==> run_1/met1.png <==
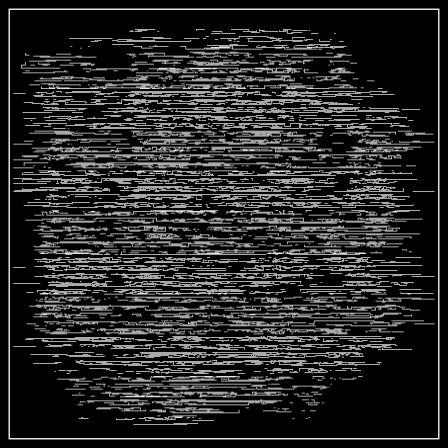
==> run_1/met2.png <==
The bar under the picture is 50 µm long.
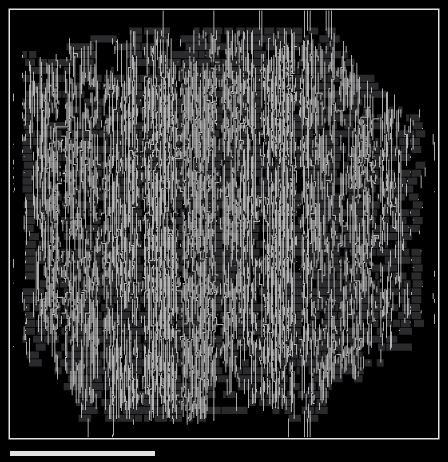
==> run_1/met3.png <==
The bar under the picture is 50 µm long.
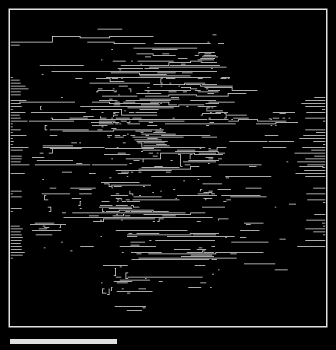
[config.mk]
export PLATFORM = sky130hd
export DESIGN_NAME = rs_issue_scheduler_flat
export DESIGN_NICKNAME = d
export VERILOG_FILES = /design/src/rtl/rs_issue_scheduler_if.sv /design/src/rtl/rs_issue_scheduler.sv /design/src/flat_wrapper.sv
export SDC_FILE = /design/constraint.sdc
export NUM_CORES = 1
export LEC_CHECK = 0
export CORE_MARGIN = 4
export CORE_UTILIZATION = 45
export DETAILED_ROUTE_END_ITERATION = 8
export PLACE_DENSITY = 0.74
export SETUP_SLACK_MARGIN = 0.1
export SLEW_MARGIN = 20
export SYNTH_ARGS = -nofsm -noshare
export SYNTH_HDL_FRONTEND = slang
export SYNTH_SLANG_ARGS = --single-unit
[constraint.sdc]
create_clock -name clock -period 10.6 [get_ports clock]
set_input_delay 2.12 -clock clock [delete_from_list [all_inputs] [get_ports clock]]
set_output_delay 2.12 -clock clock [all_outputs]
set_load 0.01 [all_outputs]
[src/rtl/rs_issue_scheduler_if.sv]
// Issue-port bundle between the RS scheduler and the three FU classes:
// registered valid/index/tag towards the FUs, per-class ready back.
interface rs_issue_scheduler_if #(
  parameter int IDX_W     = 3,
  parameter int ROB_TAG_W = 5
);
  logic [2:0]             issue_valid;
  logic [3*IDX_W-1:0]     issue_idx;
  logic [3*ROB_TAG_W-1:0] issue_rob_tag;
  logic [2:0]             fu_ready;

  modport master (
    output issue_valid,
    output issue_idx,
    output issue_rob_tag,
    input  fu_ready
  );

  modport slave (
    input  issue_valid,
    input  issue_idx,
    input  issue_rob_tag,
    output fu_ready
  );
endinterface

[src/rtl/rs_issue_scheduler.sv]
// RS issue scheduler: per FU class, picks the oldest ready entry
// (starved entries first) and holds it on a registered issue port.
module rs_issue_scheduler #(
  parameter int NUM_RS       = 6,
  parameter int ROB_TAG_W    = 5,
  parameter int IDX_W        = 3,
  parameter int STARVE_LIMIT = 8
) (
  input  logic                        clock,
  input  logic                        reset_n,
  input  logic [NUM_RS-1:0]           entry_ready,
  input  logic [2*NUM_RS-1:0]         entry_class,
  input  logic [ROB_TAG_W*NUM_RS-1:0] entry_rob_tag,
  input  logic [ROB_TAG_W-1:0]        rob_head,
  input  logic [NUM_RS-1:0]           entry_free,
  input  logic [NUM_RS-1:0]           squash_vec,
  rs_issue_scheduler_if.master        iss,
  output logic [NUM_RS-1:0]           issued_vec
);
  localparam int CNT_W = $clog2(STARVE_LIMIT + 1);
  localparam logic [CNT_W-1:0] LIMIT = CNT_W'(STARVE_LIMIT);

  typedef enum logic [1:0] {
    IDLE,
    PENDING,
    ISSUED
  } state_e;

  state_e               state_q [NUM_RS];
  state_e               state_d [NUM_RS];
  logic [CNT_W-1:0]     cnt_q   [NUM_RS];
  logic [CNT_W-1:0]     cnt_d   [NUM_RS];
  logic [2:0]           vld_q, vld_d;
  logic [IDX_W-1:0]     idx_q   [3];
  logic [IDX_W-1:0]     idx_d   [3];
  logic [ROB_TAG_W-1:0] tag_q   [3];
  logic [ROB_TAG_W-1:0] tag_d   [3];

  logic [1:0]           cls     [NUM_RS];
  logic [ROB_TAG_W-1:0] tag     [NUM_RS];
  logic [ROB_TAG_W-1:0] age     [NUM_RS];
  logic [NUM_RS-1:0]    kill_e, elig, starved, picked, done;
  logic [2:0]           xfer, kill, load, sel_any, sel_st;
  logic [IDX_W-1:0]     sel_idx [3];
  logic [ROB_TAG_W-1:0] sel_tag [3];
  logic [ROB_TAG_W-1:0] sel_age [3];

  // Age wraps modulo the tag space, so head-relative distance orders entries.
  always_comb begin
    for (int i = 0; i < NUM_RS; i++) begin
      cls[i]     = entry_class[2*i +: 2];
      tag[i]     = entry_rob_tag[ROB_TAG_W*i +: ROB_TAG_W];
      age[i]     = tag[i] - rob_head;
      kill_e[i]  = squash_vec[i] | entry_free[i];
      starved[i] = cnt_q[i] == LIMIT;
      elig[i]    = state_q[i] == IDLE && entry_ready[i]
                && cls[i] != 2'd3 && !kill_e[i];
    end
  end

  always_comb begin
    picked = '0;
    for (int c = 0; c < 3; c++) begin
      xfer[c]    = vld_q[c] & iss.fu_ready[c];
      kill[c]    = 1'b0;
      sel_any[c] = 1'b0;
      sel_st[c]  = 1'b0;
      sel_idx[c] = '0;
      sel_tag[c] = '0;
      sel_age[c] = '0;
      for (int i = 0; i < NUM_RS; i++) begin
        if (vld_q[c] && kill_e[i] && idx_q[c] == IDX_W'(i))
          kill[c] = 1'b1;
        if (elig[i] && cls[i] == 2'(c)) begin
          if (!sel_any[c]
              || (starved[i] && !sel_st[c])
              || (starved[i] == sel_st[c]
                  && age[i] < sel_age[c])) begin
            sel_any[c] = 1'b1;
            sel_st[c]  = starved[i];
            sel_idx[c] = IDX_W'(i);
            sel_tag[c] = tag[i];
            sel_age[c] = age[i];
          end
        end
      end
      // A killed occupant frees the port for a same-cycle replacement.
      load[c] = !vld_q[c] | iss.fu_ready[c] | kill[c];
      for (int i = 0; i < NUM_RS; i++) begin
        if (load[c] && sel_any[c] && sel_idx[c] == IDX_W'(i))
          picked[i] = 1'b1;
      end
    end
  end

  always_comb begin
    done = '0;
    for (int i = 0; i < NUM_RS; i++) begin
      for (int c = 0; c < 3; c++) begin
        if (xfer[c] && idx_q[c] == IDX_W'(i)
            && state_q[i] == PENDING && !kill_e[i])
          done[i] = 1'b1;
      end
    end
  end

  always_comb begin
    for (int c = 0; c < 3; c++) begin
      vld_d[c] = load[c] ? sel_any[c] : vld_q[c];
      idx_d[c] = idx_q[c];
      tag_d[c] = tag_q[c];
      if (load[c] && sel_any[c]) begin
        idx_d[c] = sel_idx[c];
        tag_d[c] = sel_tag[c];
      end
    end
    for (int i = 0; i < NUM_RS; i++) begin
      state_d[i] = state_q[i];
      cnt_d[i]   = '0;
      if (elig[i] && !picked[i])
        cnt_d[i] = starved[i] ? cnt_q[i] : cnt_q[i] + 1'b1;
      unique case (1'b1)
        kill_e[i]: state_d[i] = IDLE;
        picked[i]: state_d[i] = PENDING;
        done[i]:   state_d[i] = ISSUED;
        default:   ;
      endcase
    end
  end

  always_ff @(posedge clock or negedge reset_n) begin
    if (!reset_n) begin
      vld_q <= '0;
      for (int i = 0; i < NUM_RS; i++) begin
        state_q[i] <= IDLE;
        cnt_q[i]   <= '0;
      end
      for (int c = 0; c < 3; c++) begin
        idx_q[c] <= '0;
        tag_q[c] <= '0;
      end
    end else begin
      vld_q <= vld_d;
      for (int i = 0; i < NUM_RS; i++) begin
        state_q[i] <= state_d[i];
        cnt_q[i]   <= cnt_d[i];
      end
      for (int c = 0; c < 3; c++) begin
        idx_q[c] <= idx_d[c];
        tag_q[c] <= tag_d[c];
      end
    end
  end

  assign iss.issue_valid = vld_q;

  always_comb begin
    iss.issue_idx     = '0;
    iss.issue_rob_tag = '0;
    for (int c = 0; c < 3; c++) begin
      iss.issue_idx[IDX_W*c +: IDX_W]         = idx_q[c];
      iss.issue_rob_tag[ROB_TAG_W*c +: ROB_TAG_W] = tag_q[c];
    end
    for (int i = 0; i < NUM_RS; i++)
      issued_vec[i] = state_q[i] != IDLE;
  end
endmodule

[src/flat_wrapper.sv]
// flat-port wrapper written by rule: the top's interface ports become plain ports
module rs_issue_scheduler_flat 
#(
  parameter int NUM_RS       = 6,
  parameter int ROB_TAG_W    = 5,
  parameter int IDX_W        = 3,
  parameter int STARVE_LIMIT = 8
)
  (clock, reset_n, entry_ready, entry_class, entry_rob_tag, rob_head, entry_free, squash_vec, issued_vec, iss_issue_valid, iss_issue_idx, iss_issue_rob_tag, iss_fu_ready);
  rs_issue_scheduler_if #(.IDX_W(IDX_W), .ROB_TAG_W(ROB_TAG_W)) iss_i ();
  input  logic clock;
  input  logic reset_n;
  input  logic [NUM_RS-1:0] entry_ready;
  input  logic [2*NUM_RS-1:0] entry_class;
  input  logic [ROB_TAG_W*NUM_RS-1:0] entry_rob_tag;
  input  logic [ROB_TAG_W-1:0] rob_head;
  input  logic [NUM_RS-1:0] entry_free;
  input  logic [NUM_RS-1:0] squash_vec;
  output logic [NUM_RS-1:0] issued_vec;
  output wire logic [$bits(iss_i.issue_valid)-1:0] iss_issue_valid;
  output wire logic [$bits(iss_i.issue_idx)-1:0] iss_issue_idx;
  output wire logic [$bits(iss_i.issue_rob_tag)-1:0] iss_issue_rob_tag;
  input wire logic [$bits(iss_i.fu_ready)-1:0] iss_fu_ready;
  assign iss_issue_valid = iss_i.issue_valid;
  assign iss_issue_idx = iss_i.issue_idx;
  assign iss_issue_rob_tag = iss_i.issue_rob_tag;
  assign iss_i.fu_ready = iss_fu_ready;
  rs_issue_scheduler #(.NUM_RS(NUM_RS), .ROB_TAG_W(ROB_TAG_W), .IDX_W(IDX_W), .STARVE_LIMIT(STARVE_LIMIT)) u_core (.clock(clock), .reset_n(reset_n), .entry_ready(entry_ready), .entry_class(entry_class), .entry_rob_tag(entry_rob_tag), .rob_head(rob_head), .entry_free(entry_free), .squash_vec(squash_vec), .iss(iss_i), .issued_vec(issued_vec));
endmodule
==> changes_impl.md, run 1 <==
### Implementation results

* Internal power at around 0.8 mW
* #MultiIn Comb at 949
* Num ports at ~100
* Synth-to-layout area growth at 61.21%
* Hold_sp: u_core.iss.issue_rob_tag[4]
* PD cells at 97.96 nW/µm²
* Worst min path class: flip-flop to flip-flop
* Met1 wire length at 14,740 µm
* Bufs and invs on worst path at 11
* Hold depth at 2
* Unrepaired setup endpoints after global routing: true
* Non-clk invs at 64
* Post-layout util at 74.50%
* Async SR Flop Fraction at 100.0%
* Yosys cell types at 98
* # diodes at 0
* All-layer global routing usage at a little under a third
* CP startpoint kind: primary input
* NumNets Final at roughly 1,700
* Logic pwr share at 56.9%
* Late-Pin Clk Latency at 0.36 ns
* Non-CTS buffers at about 390
* Post-synthesis sequential area ratio at about 18%
* Placed inst area at 11,790 µm²
* Pre-CTS setup slack at -1.794 ns
* Relative slew margins at 14.57%
* Power consumption at 1.379 mW
* Fin. max-slew vios at 0
* Synthesized flop and latch total at 63
* Final setup vio count at 54
* Power in the clock group at 0.294 mW
* Pin count of the biggest net entering global routing at 64
* Top cells by area: dfrtp_1 (18%), ha_1 (16%), nand2_1 (5.0%)
* Failing checks: setup timing
* Max FFs per register at 24
* Met3 Use GR at 5.521%
* Layout cell share with drive strength beyond 1 at between 30% and 40%
* Setup CP Type: primary input to flip-flop
* Die area at about 22,000 µm²
* IO buf count at 102
* # H-tree levels at 3
* CORE AREA at 18,890 µm²
* Clock Power Share at between 20% and 30%
* Register share of total power at 21.8%
* Top layer in use: met4
* R2R cell count at 50
* Commonest cells post-synth: nand2_1 (117), ha_1 (111), nor2_1 (97)
* Synth Cell Area at between 8000 and 9000 µm²
* P_comb at 0.785 mW
* Combinational share of cell area at 58.97%
* Routed Antenna Nets at 0
* Main power group: combinational cells
* Largest register by flop count: u_core.cnt_q
* Cycle use final at 109.4%
* Post-synth EDFFs at 0
* WL per Instance at 22.25 µm
* Outcome: finished, violations left
* Clk buf depth at 2
* Yosys stat cell total at 1,106
* Switch Pwr at roughly 0.57 mW
* Final worst slack at -0.9975 ns
* Clock-cell share at under 10%
* Detail Placement HPWL at 26,370 µm
* Number of tapcells at about 260
* Initial DRC count at about 1,400
* Yosys stat area at 8731 µm²
* Maximum vdd drop at 0.00008579 V
* Flop area at 1577 µm²
* Most frequent logic cell in the layout: buf_4
* Drt total wl at between 30,000 and 40,000 µm
## Picture notes: met1.png
share of all routed wire	38%
longest straight run	50.1 µm
main direction	horizontal
wire length on this layer	14,700 µm
nets with wire on the layer	1,540

## Picture notes: met2.png
share of all routed wire	45%
wire length on this layer	17,500 µm
main direction	vertical

## Picture notes: met3.png
main direction	horizontal
nets with wire on the layer	342

==> run 1 -> run 2 <==
--- a/config.mk
+++ b/config.mk
@@ -14,3 +14,4 @@
 export SYNTH_ARGS = -nofsm -noshare
 export SYNTH_HDL_FRONTEND = slang
 export SYNTH_SLANG_ARGS = --single-unit
+export TNS_END_PERCENT = 10
==> constraint.sdc (replaced) <==
create_clock -name clock -period 10.6 [get_ports clock]
set_input_delay 2.12 -clock clock [delete_from_list [all_inputs] [get_ports clock]]
set_output_delay 2.12 -clock clock [all_outputs]
set_load 0.02 [all_outputs]
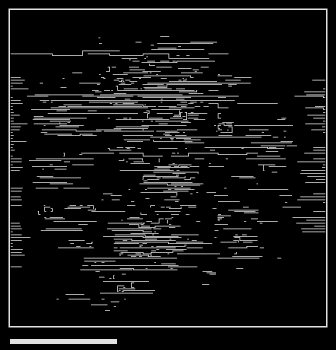
(run_2/met3.png)
The bar under the picture is 50 µm long.
main direction	horizontal
nets with wire on the layer	383
longest straight run	85.6 µm
wire length on this layer	4,280 µm
share of all routed wire	11%

==> run 2 against run 1 <==
  * The run still ends with setup timing left
  * Setup slack got worse by 0.19 ns
  * Worst hold slack got worse by 0.0065 ns
  * Register-to-register slack improved by 0.17 ns
  * Global-route usage increased by 1.2 points
  * Final area increased by 1.3%
  * Sequential share of layout area decreased by 0.14 points
  * Synthesized area unchanged
  * Sequential cell count unchanged
  * Critical path type unchanged
  * Largest cell class unchanged
==> changes_impl.md, run 2 <==
### Implementation results

* Top FF cell, synth: dfrtp_1
* Setup CP Type: primary input to flip-flop
* Cycle use final at 111.2%
* Fmax achieved at 0.08485 GHz
* Unrepaired setup endpoints after global routing: true
* DIE HEIGHT at 147.3 µm
* R2R cell count at 54
* Met3 Use GR at 7.218%
* Power consumption at approximately 1.4 mW
* Setup crit start: entry_rob_tag[0]
* Adder Area Share at 17.28%
* Largest type area fraction at 18.06%
* Clk buf depth at 2
* NumNets Final at 1,712
* Routed Antenna Nets at 0
* Pin count of the biggest net entering global routing at 64
* # H-tree levels at 3
* Top layer in use: met4
* Yosys cell types at 98
* Drt total wl at 39,570 µm
* Maximum vdd drop at 0.00008706 V
* Syn Inst Count at between 1,000 and 1,500
* Synthesized flop and latch total at 63
* # diodes at 0
* Async SR Flop Fraction at 100.0%
* Outcome: finished, violations left
* Logic pwr share at 56.7%
* Clock Sinks at about 63
* Largest register by flop count: u_core.cnt_q
* Vias at approximately 12,000
* Clock-cell share at 2.045%
* Max FFs per register at 24
* Post-synth EDFFs at 0
* AO/OA Area Share at between 20% and 30%
* Clock Power Share at 21.7%
* CORE AREA at 18,890 µm²
* Main power group: combinational cells
* Hold depth at 1
* Register share of total power at 21.5%
* Synth Cell Area at just under 9000 µm²
* Fin. max-slew vios at 0
* Post-synth top area cell: dfrtp_1
* Yosys stat cell total at between 1,000 and 1,500
* Die area at 21,690 µm²
* Fin Setup TNS at -50.38 ns
* Detail Placement HPWL at 27,120 µm
* Worst min path class: flip-flop to flip-flop
* CTS tree: yes
* IO buf count at 102
* Internal power at around 0.83 mW
* Flop area at 1577 µm²
* P_comb at 0.794 mW
* Post-layout util at about 75%
* Max-cap violation count at 0
* PD cells at 98.19 nW/µm²
* Non-CTS buffers at approximately 440
* Post-synthesis sequential area ratio at 18.06%
* Finished Cell Area at 14,260 µm²
* Seq cells at 63
* Fillers at roughly 1,300
* Number of tapcells at 260
* Signal buf overhead at approximately a quarter
* Final worst slack at -1.185 ns
* Failing checks: setup timing
* CP startpoint kind: primary input
* Layout cell share with drive strength beyond 1 at 39.67%
* Yosys stat area at 8731 µm²
* R2R setup slack at roughly 0.65 ns
* Residual DRC at 0
* Bufs and invs on worst path at 9
* Synth-to-layout area growth at 63.28%
* Switch Pwr at 0.5672 mW
* Hold_sp: u_core.state_q[1]
* Relative slew margins at 22.72%
* Non-clk invs at 64
* Num ports at 103
* Commonest cells post-synth: nand2_1 (117), ha_1 (111), nor2_1 (97)
* All-layer global routing usage at 31.41%
* #MultiIn Comb at roughly 950
* Final setup vio count at 54
* Combinational share of cell area at 57.08%
* Placed inst area at 12,040 µm²
* Most frequent logic cell in the layout: buf_4
* WL per Instance at 22.11 µm
* Top cells by area: dfrtp_1 (18%), ha_1 (16%), nand2_1 (5.0%)
* Multi-input gate area at 8138 µm²
* Initial DRC count at roughly 1,200
* Die W at ~150 µm
* Met2 usage at 50.90%
* Most numerous logic cells after layout: buf_4 (313), nand2_1 (101), clkdlybuf4s50_1 (87), nor2_1 (77), ha_1 (76)
* Power in the clock group at 0.304 mW
* Hold slack at ~0.5 ns
* Late-Pin Clk Latency at 0.36 ns
* Met1 wire length at 14,920 µm
* Pre-CTS setup slack at -1.810 ns
==> run 2 -> run 3 <==
--- a/config.mk
+++ b/config.mk
@@ -8,7 +8,8 @@
 export CORE_MARGIN = 4
 export CORE_UTILIZATION = 45
 export DETAILED_ROUTE_END_ITERATION = 8
-export PLACE_DENSITY = 0.74
+export DONT_BUFFER_PORTS = 1
+export PLACE_DENSITY = 0.67
 export SETUP_SLACK_MARGIN = 0.1
 export SLEW_MARGIN = 20
 export SYNTH_ARGS = -nofsm -noshare
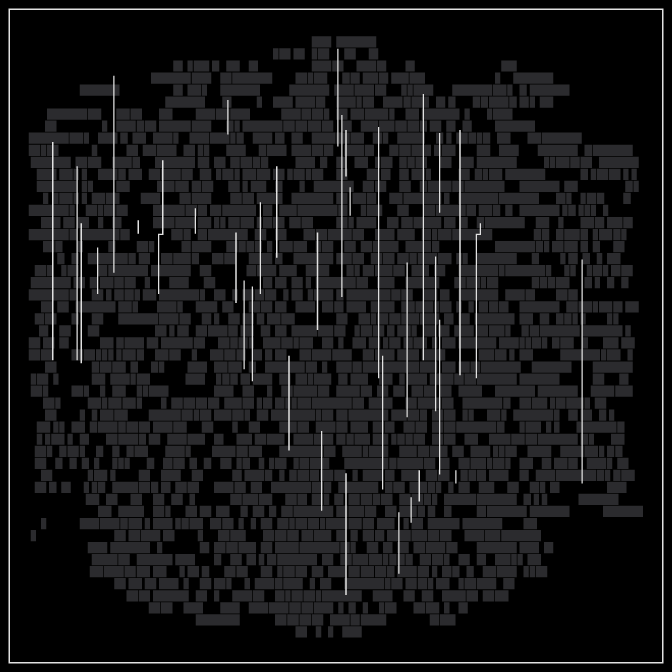
(run_3/met4.png)
wire length on this layer	926 µm
share of all routed wire	2.8%
longest straight run	59.8 µm

==> run 3 against run 2 <==
  * The run still ends with setup timing left
  * Final cell count decreased by 11%
  * Synthesized cell count unchanged
  * Setup slack gained 0.42 ns
  * Global-route usage decreased by 2.4 points
  * Register-to-register slack improved by 0.14 ns
  * Worst hold slack got worse by 0.0096 ns
  * Via count decreased by 14%
  * Count of clock-buffer cells in the layout is 1 lower
  * Critical path type unchanged
  * Largest power group unchanged
==> changes_impl.md, run 3 <==
### Implementation results

* Adder Area Share at 17.28%
* DIE HEIGHT at approximately 150 µm
* Most frequent logic cell in the layout: buf_4
* Initial DRC count at 870
* Power consumption at between 1 and 1.5 mW
* Synth-to-layout area growth at 36.17%
* Switch Pwr at 0.4881 mW
* R2R cell count at about 43
* Vias in the first global route at 9,297
* Late-Pin Clk Latency at 0.35 ns
* Detail Placement HPWL at 25,550 µm
* Post-synth EDFFs at 0
* Logic pwr share at 47.5%
* Fillers at 1,630
* Combinational share of cell area at a little under two thirds
* IO buf count at 0
* Pre-antenna DRT Iters at 7
* Final setup vio count at 53
* CP startpoint kind: primary input
* Failing checks: setup timing
* Post-synth top area cell: dfrtp_1
* Switching part of the total at approximately two fifths
* Main power group: combinational cells
* Seq cells at 63
* NumNets Final at 1,519
* First-pass GRT wire length at 49,580 µm
* Relative slew margins at 23.58%
* P_comb at 0.567 mW
* # diodes at 0
* Hold worst-path end: u_core.state_q[3]
* Register share of total power at between 20 and 30%
* #MultiIn Comb at between 900 and 1,000
* Crit path max fanout at 6
* Die W at 147.3 µm
* Yosys stat cell total at about 1,100
* Simple Share, Synth at 27.56%
* Signal buf overhead at 15.72%
* Non-clk invs at 64
* Vias at 9,874
* Non-CTS buffers at 247
* Met2 usage at between 40% and 50%
* Yosys cell types at 98
* Hold depth at 2
* Die area at 21,690 µm²
* Post-layout util at 62.93%
* Hold_sp: u_core.state_q[3]
* Power in the clock group at ~0.3 mW
* Largest register by flop count: u_core.cnt_q
* Clock Sinks at 63
* PD cells at 100.4 nW/µm²
* Max FFs per register at 24
* Flop area at between 1500 and 2000 µm²
* Number of logged tool warnings at 35
* Most numerous logic cells after layout: buf_4 (243), nand2_1 (108), ha_1 (94), nor2_1 (86), dfrtp_1 (63)
* Crit path DAT at 11.59 ns
* Finished Cell Area at around 12,000 µm²
* CORE AREA at 18,890 µm²
* Vias per cell at a little over 6
* Met3 Use GR at ~6.4%
* Setup CP Type: primary input to flip-flop
* Pre-CTS setup slack at -1.290 ns
* Syn Inst Count at around 1,100
* Fin Setup TNS at -28.13 ns
* Met3 wire length at 3438 µm
* Top cells by area: dfrtp_1 (18%), ha_1 (16%), nand2_1 (5.0%)
* Async SR Flop Fraction at 100.0%
* Maximum vdd drop at around 0.000081 V
* Setup crit start: entry_rob_tag[0]
* Placed inst area at 10,510 µm²
* R2R setup slack at 0.79 ns
* Met2 wire len at 15,260 µm
* Bufs and invs on worst path at 2
* Residual DRC at 0
* Met1 wire length at about 14,000 µm
* Hold slack at 0.5051 ns
* Clock Power Share at between 20% and 30%
* Synthesized flop and latch total at 63
* Hold Vio Cnt, Final at 0
* Clock-cell share at 2.452%
* Layout cell share with drive strength beyond 1 at 32.98%
* Commonest cells post-synth: nand2_1 (117), ha_1 (111), nor2_1 (97)
* Post-synthesis sequential area ratio at a little under a fifth
* Multi-input gate area at 7577 µm²
* Final worst slack at -0.7631 ns
* Yosys stat area at roughly 8700 µm²
* Top layer in use: met5
* Worst min path class: flip-flop to flip-flop
* WL per Instance at 20.99 µm
* Number of tapcells at 260
* Synth Cell Area at about 8700 µm²
* Unrepaired setup endpoints after global routing: true
* Sequential share of cell area at 13.26%
* Top FF cell, synth: dfrtp_1
* Drt total wl at around 34,000 µm
* # H-tree levels at 3
* Total gr overflow at 0
* AO/OA Area Share at 25.51%
* Num ports at around 100
* Max-cap violation count at 0
* Final non-filler cell total at between 1,500 and 2,000
* Routed Antenna Nets at 0
* Pin count of the biggest net entering global routing at 64
* Cycle use final at 107.2%
* CTS tree: yes
* Internal power at 0.7054 mW
* Fin. max-slew vios at 0
* Outcome: finished, violations left
* All-layer global routing usage at between 20% and 30%
* Largest type area fraction at 18.06%
* Fmax achieved at 0.08800 GHz
* Clk buf depth at 2
Power and IR drop assume default switching activity.
